**I/O nets highlighted**

Scale bar: 50 um.
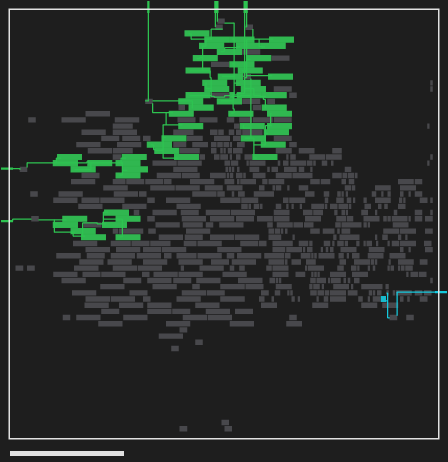
**Register map, names as in the netlist**

Scale bar: 50 um.
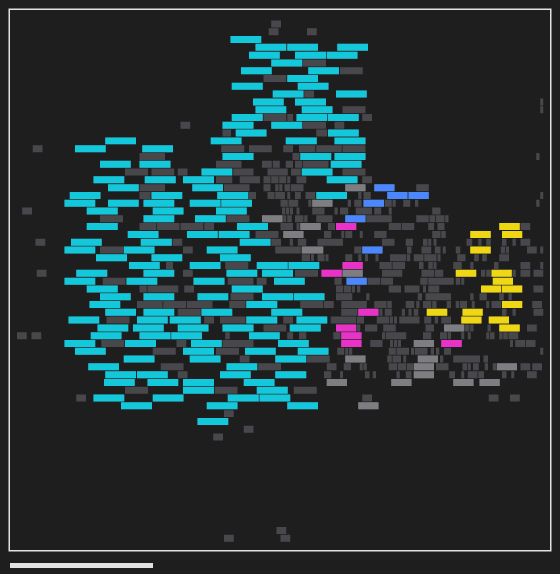
**Routing congestion**

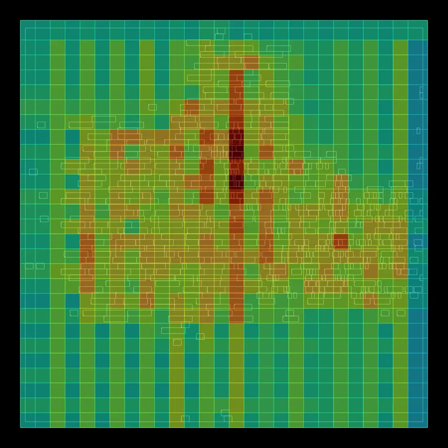
**src/rtl/pixel_sink.sv**
```systemverilog
// rtl/pixel_sink.sv - pixel plot sink: input FIFO, bounds check, framebuffer writer (optional PIXEL_SINK_DROP_CNT_EN)
module pixel_sink #(
    parameter int H_RES    = 160,
    parameter int V_RES    = 120,
    parameter int X_W      = 8,
    parameter int Y_W      = 7,
    parameter int COLOUR_W = 3,
    parameter int ADDR_W   = 15,
    parameter int DEPTH    = 8
) (
    input  logic                clock,
    input  logic                resetn,
    input  logic                in_valid,
    output logic                in_ready,
    input  logic [X_W-1:0]      in_x,
    input  logic [Y_W-1:0]      in_y,
    input  logic [COLOUR_W-1:0] in_colour,
    output logic [ADDR_W-1:0]   mem_addr,
    output logic [COLOUR_W-1:0] mem_data,
    output logic                mem_wren,
    input  logic                mem_ready,
    output logic                busy,
    output logic [7:0]          dropped_count
);

    localparam int PTR_W   = $clog2(DEPTH);
    localparam int ENTRY_W = X_W + Y_W + COLOUR_W;

    typedef enum logic [1:0] {IDLE, CALC, WRITE} state_t;

    state_t               state, state_next;
    logic [ENTRY_W-1:0]   fifo_mem [DEPTH];
    logic [PTR_W-1:0]     wr_ptr, rd_ptr;
    logic [PTR_W:0]       count, count_next;
    logic                 ready_q;
    logic [X_W-1:0]       work_x;
    logic [Y_W-1:0]       work_y;
    logic [COLOUR_W-1:0]  work_colour;
    logic                 in_range, push, store, pop;

    assign in_range = (32'(in_x) < H_RES) && (32'(in_y) < V_RES);
    assign push     = in_valid & ready_q;
    assign store    = push & in_range;
    assign in_ready = ready_q;
    assign mem_wren = (state == WRITE);
    assign busy     = (count != '0) | (state != IDLE);

    always_comb begin
        state_next = state;
        pop        = 1'b0;
        case (state)
            IDLE: begin
                if (count != '0) begin
                    pop        = 1'b1;
                    state_next = CALC;
                end
            end
            CALC: state_next = WRITE;
            WRITE: begin
                if (mem_ready) begin
                    if (count != '0) begin
                        pop        = 1'b1;
                        state_next = CALC;
                    end else begin
                        state_next = IDLE;
                    end
                end
            end
            default: state_next = IDLE;
        endcase
        count_next = count + (PTR_W+1)'(store) - (PTR_W+1)'(pop);
    end

    // Ready derives from next occupancy, so a pop while full only reopens the input a cycle later.
    always_ff @(posedge clock) begin
        if (!resetn) begin
            state   <= IDLE;
            wr_ptr  <= '0;
            rd_ptr  <= '0;
            count   <= '0;
            ready_q <= 1'b0;
        end else begin
            state   <= state_next;
            count   <= count_next;
            ready_q <= (count_next != (PTR_W+1)'(DEPTH));
            if (store) wr_ptr <= wr_ptr + 1'b1;
            if (pop)   rd_ptr <= rd_ptr + 1'b1;
        end
    end

    always_ff @(posedge clock) begin
        if (store) fifo_mem[wr_ptr] <= {in_x, in_y, in_colour};
    end

    always_ff @(posedge clock) begin
        if (!resetn) begin
            work_x      <= '0;
            work_y      <= '0;
            work_colour <= '0;
            mem_addr    <= '0;
            mem_data    <= '0;
        end else begin
            if (pop) {work_x, work_y, work_colour} <= fifo_mem[rd_ptr];
            if (state == CALC) begin
                mem_addr <= ADDR_W'(work_y) * ADDR_W'(H_RES) + ADDR_W'(work_x);
                mem_data <= work_colour;
            end
        end
    end

`ifdef PIXEL_SINK_DROP_CNT_EN
    logic [7:0] drop_q;

    always_ff @(posedge clock) begin
        if (!resetn) begin
            drop_q <= 8'd0;
        end else if (push && !in_range && drop_q != 8'hFF) begin
            drop_q <= drop_q + 8'd1;
        end
    end

    assign dropped_count = drop_q;
`else
    assign dropped_count = 8'd0;
`endif

endmodule

```
**config.mk**
```make
export PLATFORM = sky130hd
export DESIGN_NAME = pixel_sink
export DESIGN_NICKNAME = d
export VERILOG_FILES = /design/src/rtl/pixel_sink.sv
export SDC_FILE = /design/constraint.sdc
export NUM_CORES = 1
export LEC_CHECK = 0
export CAP_MARGIN = 20
export CORE_MARGIN = 2
export CORE_UTILIZATION = 23
export DETAILED_ROUTE_END_ITERATION = 12
export SYNTH_ARGS = -nofsm -noshare
export SYNTH_HDL_FRONTEND = slang
export SYNTH_SLANG_ARGS = --single-unit
```
**constraint.sdc**
```tcl
create_clock -name clock -period 4.22 [get_ports clock]
set_clock_uncertainty 0.1 [all_clocks]
set_input_delay 0.844 -clock clock [delete_from_list [all_inputs] [get_ports clock]]
set_output_delay 0.844 -clock clock [all_outputs]
set_load 0.03 [all_outputs]
```
==> reports/writeup.txt <==
Ranked by instance count, the synthesized netlist is headed by sky130_fd_sc_hd__edfxtp_1, sky130_fd_sc_hd__dfxtp_1, sky130_fd_sc_hd__nor2_1, sky130_fd_sc_hd__mux4_2, sky130_fd_sc_hd__nand2_1. The die outline height was 188 um; the maximum clock rate was 321 MHz. STA lists the maximum fanout along the critical path as 9. Total power for the finished layout comes to 5.99 mW. The number of cells on the worst hold path works out to 2.

For this design, the slowest cell found on the critical path is sky130_fd_sc_hd__clkdlybuf4s50_1. TritonCTS built the clock tree. The area fraction of the largest cell type after synthesis is 55.2%. The CTS log lists the clock sinks for this run as 193. Total number of vias: 4131.

After routing the design area is 9560 um2. The leading cell category by total area is flip-flops and latches. Among logic cells in the layout, the one with the most instances is sky130_fd_sc_hd__edfxtp_1. Setup repair after global routing left no endpoint under its margin.

The synthesized netlist occupies a cell area of 7830 um2. The highest metal layer with signal wires was met5. The synthesized-area fraction occupied by and/or/nand/nor cells is 5.69%, and the total sequential power is 2.43 mW. Setup slack on the worst path after placement came out at 0.602 ns.

The critical path buffer and inverter count works out to 3. Looking at the reg2reg group, the worst path ends at mem_addr[13]. With the number of inserted diodes at 1, the proportion of synthesized flip-flops having asynchronous set or reset is 0%. The run gives 258 as the number of multi-input logic gates. The tools report the terminating pin of the worst hold path as mem_data[0].

The run gives 4.42 ns for the data required time at the worst endpoint. The number of warnings reported in the stage logs is 26. The tools report the maximum buffer depth of the clock tree as 2. The post-synthesis share of cell area spent on xor and xnor gates was 1.44%; the tapcell count was 448. The post-synth count of flops with an enable pin is 144. The synthesized netlist has a Yosys-reported chip area of 7830 um2.

The arrival time of data at the worst endpoint is listed as 3.32 ns. The run gives 0 ns as the setup total negative slack. The group that draws the most power in this run is registers. The final antenna-violating net count came out at 0.

The dominant delay contributor by cell family on the critical path was simple AND/OR/NAND/NOR gates. Ranked by total cell area, the synthesized netlist is headed by sky130_fd_sc_hd__edfxtp_1, sky130_fd_sc_hd__dfxtp_1, sky130_fd_sc_hd__mux4_2, sky130_fd_sc_hd__ha_1, sky130_fd_sc_hd__mux2i_1. Registers are responsible for 40.5% of the overall power.

Per the breakdown, switching nets consume 33.2% of all power. The global routing report lists combined usage of all routing layers as 9.20%. The run gives 1.99 mW as the switching power summed over all nets. The run gives 4184 as the via count of the first global-routing pass. Entering global routing, the biggest net connects 44 pins. In this run the count of I/O pins placed on the die edge is 51. The number of distinct library cells after synthesis is 45. The number of antenna violations at the first check in global routing came out at 2. The ratio of cells with drive above 1 in the final layout was 18.6%.

Combinational logic is responsible for 30.3% of the overall power. The run gives 24700 um as the global-route wire length before repair. With the max-slew violation count at 0, the area of combinational cells with multiple inputs is 2360 um2. The clock network burns 29.2% of the power. The minimum period implied by the final worst setup slack was 3.12 ns. The run finished with clean final reports. For the post-layout worst setup margin, the log shows 1.10 ns. The STA report counts the stages on the worst setup path as 11. The CTS report gives the tree buffer count as 17. The measured slew at the worst slew-check pin came out at 0.904 ns.

The overall die size recorded for this design is 35500 um2. Registers represent a cell area share of 55.5%. The tools report the met3 wire length as 631 um. Layer with the highest usage after global routing: met2. The cell count after placement is 976.

The top cell types in the final layout, fill and taps aside, are sky130_fd_sc_hd__edfxtp_1, sky130_fd_sc_hd__dfxtp_1, sky130_fd_sc_hd__nor2_1, sky130_fd_sc_hd__clkdlybuf4s50_1, sky130_fd_sc_hd__mux4_2. Per the layout report, the design carries 62 non-clock buffers. With the post-synthesis cell count from yosys at 488, the placed cell area is 8890 um2.

Dividing the detail-routed via count by the number of cells gives 4.09. The root buffer selected by CTS is sky130_fd_sc_hd__clkbuf_16. In this run the most critical hold path is launched from mem_data[0]. STA classifies the critical path endpoint as a flip-flop.

The die boundary width is 188 um, and the total number of H-tree levels is 4. The run gives 5.35% for the complex-gate fraction of the synthesized area. Register with the most flip-flops: fifo_mem.

Global routing used 14.4% of the available met2 tracks. The final RePlAce weighted congestion was 0.740; the number of logic inverters in the finished layout was 15. The total combinational power is 1.81 mW, and the mean instance size in the synthesized netlist is 16.0 um2. The post-detailed-routing wire length was 15600 um. The post-synthesis register bit count was 193. The worst stage delay on the critical path works out to 0.63 ns. The design has 193 sequential cells. The layout report lists the clock-cell share of area as 6.97%. The run gives 7170 um for the total met2 wirelength after detailed routing. For flop-to-flop paths, the worst setup slack is 1.66 ns. The DRC violation total left in the routed layout is recorded as 0. In the final layout, the fill cell count is 3387. The biggest combinational cell group after synthesis is multiplexers. Detailed placement finished with a half-perimeter wire length of 10300 um. Per the OpenROAD floorplan log, the area of the core is 33500 um2. On the worst setup and hold paths after CTS, the clock-pin slew comes to 0.08 ns.

The internal portion of the total power is 4.00 mW. Endpoints with negative setup slack in the final report add up to 0. Hold repair after CTS inserted 0 buffers. The run gives 0 for the final hold violation count.

Synthesis handed over a netlist of 488 instances. The class of the most critical setup path was in2reg. The routed wirelength on the met1 layer is recorded as 7600 um. The largest vdd supply drop is 0.351 mV. The most critical setup path has its endpoint at in_ready. The worst setup path is launched from an input pin. Buffers added to address setup during post-CTS repair amount to 0.

Global routing used 2.89% of the available met3 tracks. Of the post-synthesis cell area, the part taken by muxes is 12.8%. Cells fill 28.5% of the core in the end. The critical path startpoint was in_y[5]. The largest registers in the layout are fifo_mem: 144 flops, mem_addr: 15 flops, work_x: 8 flops. The non-clock buffer area fraction after layout works out to 6.36%. The run gives 4 for the number of optimization iterations in the first detailed-route pass.

Before placement the cells fill 23.3% of the core. The finished layout holds 1009 standard cells, fillers aside. Once the clock tree was built, the resizer swapped 0 gates to a different size.

The startpoint identified for the worst register-to-register timing path is work_y[1]. The clock group total power is 1.75 mW, and the signed area change from the synthesized netlist to the final layout is 22.2%. The most used flip-flop cell after synthesis is sky130_fd_sc_hd__edfxtp_1. The run reported a max-capacitance violation count of 0. The total power density per cell area is 626 nW/um2.

The detailed router finished its first iteration with 307 violations. The logs give 592 for the number of nets at the end of the flow and 0.358 ns for the worst slack on hold paths. The critical path goes through clkdlybuf4s50_1, nand4_1, nand4_1, ha_1, inv_1, ha_1, inv_1, fa_1, xnor2_1, nor4b_1, nor2_1. With the portion of the post-synthesis area used by sequential elements at 67.8%, the part of the cycle the worst path needs is 73.9%. For the area taken by flip-flops and latches, the log shows 5310 um2. Summing the areas of all fa, ha and maj instances in the mapped netlist gives 3.96% of the synthesized area. The run gives 39.7% for the worst slew slack as a fraction of its limit.

The most numerous cell in the Yosys netlist is sky130_fd_sc_hd__edfxtp_1. The skew report gives the latency at the later pin of the worst-skew pair as 0.44 ns. Count of input and output buffers: 42. Final global-route overflow total: 0. The total leakage power was 3.08 nW; the number of synthesis warnings was 0. Of all cell types, the one taking the most synthesized area is sky130_fd_sc_hd__edfxtp_1. Note that the worst hold path type here is reg2reg.

The combinational fraction of the cell area was 24.7%.
-- 'I/O nets highlighted' (at the start) --
legend:
  mem_wren:
    colour: cyan
    bits: 1
    direction: output
    end_cells: 1
    wire: 41.3 um
  in_y:
    colour: green
    bits: 7
    direction: input
    end_cells: 57
    wire: 649 um

-- 'register map, names as in the netlist' (at the start) --
legend:
  fifo_mem:
    colour: cyan
    placed_flops: 144
  work_x:
    colour: magenta
    placed_flops: 8
  work_y:
    colour: blue
    placed_flops: 7
  mem_addr:
    colour: yellow
    placed_flops: 15
    where: middle right
not coloured: 19

-- 'routing congestion' (at the start) --
met1 global-route usage: 12.5%
Wirelength per Cell: 15.4 um

No activity file was given, so power comes from the tool's default toggle rates.
